$ cat config.mk
export PLATFORM = sky130hd
export DESIGN_NAME = branch_sequencer
export DESIGN_NICKNAME = d
export VERILOG_FILES = /design/src/rtl/branch_sequencer.sv
export SDC_FILE = /design/constraint.sdc
export NUM_CORES = 1
export LEC_CHECK = 0
export CAP_MARGIN = 10
export CORE_ASPECT_RATIO = 0.6
export CORE_MARGIN = 2
export CORE_UTILIZATION = 38
export DETAILED_ROUTE_END_ITERATION = 10
export GPL_ROUTABILITY_DRIVEN = 0
export PLACE_DENSITY = 0.87
export SLEW_MARGIN = 5
export SYNTH_ARGS = -nofsm -noshare
export SYNTH_HDL_FRONTEND = slang
export SYNTH_SLANG_ARGS = --single-unit
$ cat constraint.sdc
create_clock -name clock -period 1.9 [get_ports clock]
set_input_delay 0.57 -clock clock [delete_from_list [all_inputs] [get_ports clock]]
set_output_delay 0.57 -clock clock [all_outputs]
set_load 0.005 [all_outputs]
$ cat src/rtl/branch_sequencer.sv
// Execute-phase sequencer for conditional branches (brzr/brnz/brpl/brmi).
// Strobes the condition flip-flop once and captures its result. It then walks
// the datapath through PC + C and loads PC only when the branch is taken.
// It also keeps saturating taken/executed counters for debug visibility.
//
// state | meaning
// ------+-------------------------------------------------------------
// IDLE  | waiting for start; a non-branch opcode raises illegal next cycle
// T3    | Gra, Rout, CON_enable; taken captured from con_out at closing edge
// T4    | PCout, Yin
// T5    | Cout, alu_add, Zin
// T6    | Zlowout, PCin gated by taken; counters update at closing edge
// FIN   | done pulse, then back to IDLE
module branch_sequencer #(
    parameter logic [4:0] BR_OPCODE = 5'b10010,
    parameter int          CNT_W     = 16
) (
    input  logic             clock,
    input  logic             clear,
    input  logic             start,
    input  logic [31:0]      IR,
    input  logic             con_out,
    output logic             Gra,
    output logic             Rout,
    output logic             CON_enable,
    output logic             PCout,
    output logic             Yin,
    output logic             Cout,
    output logic             alu_add,
    output logic             Zin,
    output logic             Zlowout,
    output logic             PCin,
    output logic             busy,
    output logic             done,
    output logic             taken,
    output logic             illegal,
    output logic [CNT_W-1:0] taken_cnt,
    output logic [CNT_W-1:0] exec_cnt
);

    typedef enum logic [2:0] {
        S_IDLE = 3'd0,
        S_T3   = 3'd1,
        S_T4   = 3'd2,
        S_T5   = 3'd3,
        S_T6   = 3'd4,
        S_FIN  = 3'd5
    } state_t;

    localparam logic [CNT_W-1:0] CNT_MAX = '1;
    localparam logic [CNT_W-1:0] CNT_ONE = CNT_W'(1);

    state_t           state_q, state_d;
    logic             taken_q, taken_d;
    logic             illegal_q, illegal_d;
    logic [CNT_W-1:0] taken_cnt_q, taken_cnt_d;
    logic [CNT_W-1:0] exec_cnt_q, exec_cnt_d;

    logic             is_branch;
    logic             unused_ir;

    // Only the opcode field matters here; operand fields feed the datapath.
    assign is_branch = (IR[31:27] == BR_OPCODE);
    assign unused_ir = ^IR[26:0];

    // State register.
    always_ff @(posedge clock or posedge clear) begin
        if (clear) begin
            state_q <= S_IDLE;
        end else begin
            state_q <= state_d;
        end
    end

    // Next-state logic; start is only looked at while idle.
    always_comb begin
        state_d = state_q;
        unique case (state_q)
            S_IDLE: if (start && is_branch) state_d = S_T3;
            S_T3:   state_d = S_T4;
            S_T4:   state_d = S_T5;
            S_T5:   state_d = S_T6;
            S_T6:   state_d = S_FIN;
            S_FIN:  state_d = S_IDLE;
            default: state_d = S_IDLE;
        endcase
    end

    // Next values for the captured condition, illegal pulse and counters.
    always_comb begin
        taken_d     = taken_q;
        illegal_d   = 1'b0;
        taken_cnt_d = taken_cnt_q;
        exec_cnt_d  = exec_cnt_q;
        if (state_q == S_IDLE && start && !is_branch) begin
            illegal_d = 1'b1;
        end
        if (state_q == S_T3) begin
            taken_d = con_out;
        end
        if (state_q == S_T6) begin
            if (exec_cnt_q != CNT_MAX) begin
                exec_cnt_d = exec_cnt_q + CNT_ONE;
            end
            if (taken_q && (taken_cnt_q != CNT_MAX)) begin
                taken_cnt_d = taken_cnt_q + CNT_ONE;
            end
        end
    end

    // Flag and counter registers; clear wipes everything, including stats.
    always_ff @(posedge clock or posedge clear) begin
        if (clear) begin
            taken_q     <= 1'b0;
            illegal_q   <= 1'b0;
            taken_cnt_q <= '0;
            exec_cnt_q  <= '0;
        end else begin
            taken_q     <= taken_d;
            illegal_q   <= illegal_d;
            taken_cnt_q <= taken_cnt_d;
            exec_cnt_q  <= exec_cnt_d;
        end
    end

    // Moore output decode from state and registered flags only.
    always_comb begin
        Gra        = 1'b0;
        Rout       = 1'b0;
        CON_enable = 1'b0;
        PCout      = 1'b0;
        Yin        = 1'b0;
        Cout       = 1'b0;
        alu_add    = 1'b0;
        Zin        = 1'b0;
        Zlowout    = 1'b0;
        PCin       = 1'b0;
        busy       = 1'b0;
        done       = 1'b0;
        unique case (state_q)
            S_T3: begin
                Gra        = 1'b1;
                Rout       = 1'b1;
                CON_enable = 1'b1;
                busy       = 1'b1;
            end
            S_T4: begin
                PCout = 1'b1;
                Yin   = 1'b1;
                busy  = 1'b1;
            end
            S_T5: begin
                Cout    = 1'b1;
                alu_add = 1'b1;
                Zin     = 1'b1;
                busy    = 1'b1;
            end
            S_T6: begin
                Zlowout = 1'b1;
                PCin    = taken_q;
                busy    = 1'b1;
            end
            S_FIN: begin
                done = 1'b1;
            end
            default: begin
            end
        endcase
    end

    assign taken     = taken_q;
    assign illegal   = illegal_q;
    assign taken_cnt = taken_cnt_q;
    assign exec_cnt  = exec_cnt_q;

endmodule

Fig. 1: floorplan with the power grid
Pins as bars on the die edge.
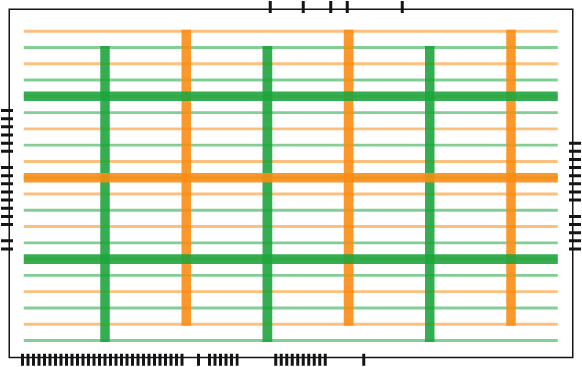
| color | net |
|---|---|
| orange | VDD |
| green | VSS |
rows: 19
met1 rails: 20
Die X: 93.9 um
peak supply drop: 0.660 mV
CORE AREA: 4610 um^2

Fig. 2: logic cells by family
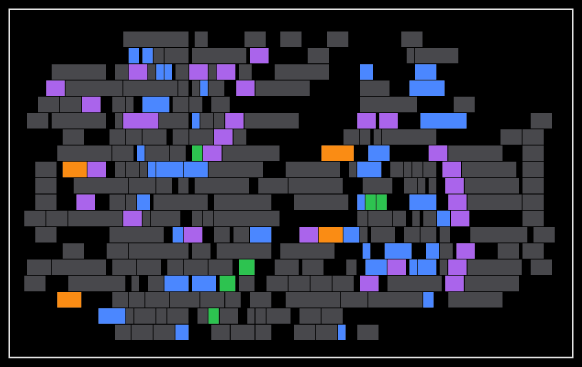
| color | family | cells | most used |
|---|---|---|---|
| purple | XOR/XNOR gates | 28 | xor2_1 |
| blue | NOR gates | 36 | nor2_1 |
| orange | multiplexers | 4 | mux2_2 |
| green | inverting AOI/OAI gates | 6 | o21ai_0 |

==> metrics.yaml <==
status: "finished, violations left"
violations: "negative setup slack"
switchingPower_uw: 859
worst_r2r_startpoint: "state_q[0]$_DFFE_PP0P_"
synth_cells: 178
via_count: 1694
ys_area_um2: 1840
synth-simple-area-share_pct: 26.9
area.share.sequential_pct: 31.7
wl_um: 4930
p_comb_share_pct: 36.4
grt_pass1_vias: 1662
placed_area_um2: 2530
edf_count: 0
holdBufCountCts: 0
hold_path_depth: 1
register_area_um2: 933
r2r_setup_slack_ns: -0.07
lay_top_cells: "clkdlybuf4s50_1, dfrtp_1, xor2_1, buf_4, nand2_1"
taps: 63
cp.arrival_ns: 1.42
clockRootBuffer: "clkbuf_8"
cts_tree: "built"
finalSetupViolations: 6
flop_cell: "dfrtp_1"
seq_power_share_pct: 35.6
holdPathEnd: "taken_cnt[15]$_DFFE_PP0P_"
cts-htree-levels: 2
clk_pin_slew_worst_paths_ns: 0.08
max_freq_mhz: 503
layout_setup_ws_ns: -0.0867
finalMaxSlewViolations: 0
synth-xor-area-share_pct: 13.3
fillers: 356
synth_cell_types: 34
end_kind: "output pin"
synthToLayoutAreaGrowth_pct: 59.7
compound_area_share_pct: 1.90
dp_hpwl_um: 3200
yosysWarnings: 0
chip_area_um2: 5440
design_area_um2: 2940
syn_avg_cell_area_um2: 10.4
Fig. 3: the clock network
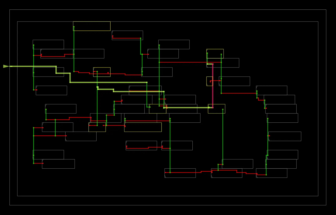
clock buf count: 5
CTS Buf Count: 5
clk_skew: 0.00762 ns
worst skew pair latency: 0.29 ns
TritonCTS sink count: 37

## layer usage
metal  vias up  GRT usage, %  wire length [um]
met5         -             0                 0
met4         0          4.35               113
met3        12          5.07               295
met2        70          28.6              2240
met1       823          26.4              2280
li1        789             -                 -
## metrics by stage
stage / setup TNS, ns / std cells / setup WS [ns]
floorplan: 0 / 178 / 0.105
global placement: -0.177 / 302 / -0.0628
detailed placement: -0.512 / 302 / -0.105
CTS: -0.324 / 323 / -0.128
global route: -0.948 / 324 / -0.136
finish: -0.326 / 324 / -0.0867
## synthesized netlist by cell type, types with 2 or more instances
| cell type | instances |
|---|---|
| nand3_1 | 11 |
| nor3b_1 | 2 |
| nand4_1 | 11 |
| inv_1 | 5 |
| mux2_2 | 4 |
| nor4_1 | 6 |
| nor4_2 | 2 |
| nand2_1 | 16 |
| buf_4 | 5 |
| xnor2_1 | 9 |
| o21ai_0 | 4 |
| xor2_1 | 19 |
| nor2_1 | 16 |
| ha_1 | 2 |
| nor3_1 | 8 |
| dfrtp_1 | 37 |
| or2_2 | 2 |
| or3_1 | 3 |
## flip-flops by register name (all words and copies together) (netlist names)
name       flops
exec_cnt      16
state_q        3
illegal        1
taken          1
taken_cnt     16
## power groups by stage
stage | Combinational [mW] | Sequential [mW] | Clock (mW)
after detailed placement | 0.841 | 1.03 | 0
after CTS | 0.965 | 1.03 | 0.825
after global routing | 1.14 | 1.06 | 0.857
after global placement | 0.806 | 1.03 | 0
final | 1.06 | 1.04 | 0.813
after floorplan | 0.338 | 1.03 | 0
## worst register-to-register path, stage by stage (launching register included)
cell and delay [ns]:
dfrtp_1 0.40, buf_6 0.13, buf_6 0.11, nand4bb_4 0.22, buf_4 0.17, or2_2 0.32
or3_4 0.35, xnor2_2 0.15
Power is estimated from default activity; no workload was simulated.
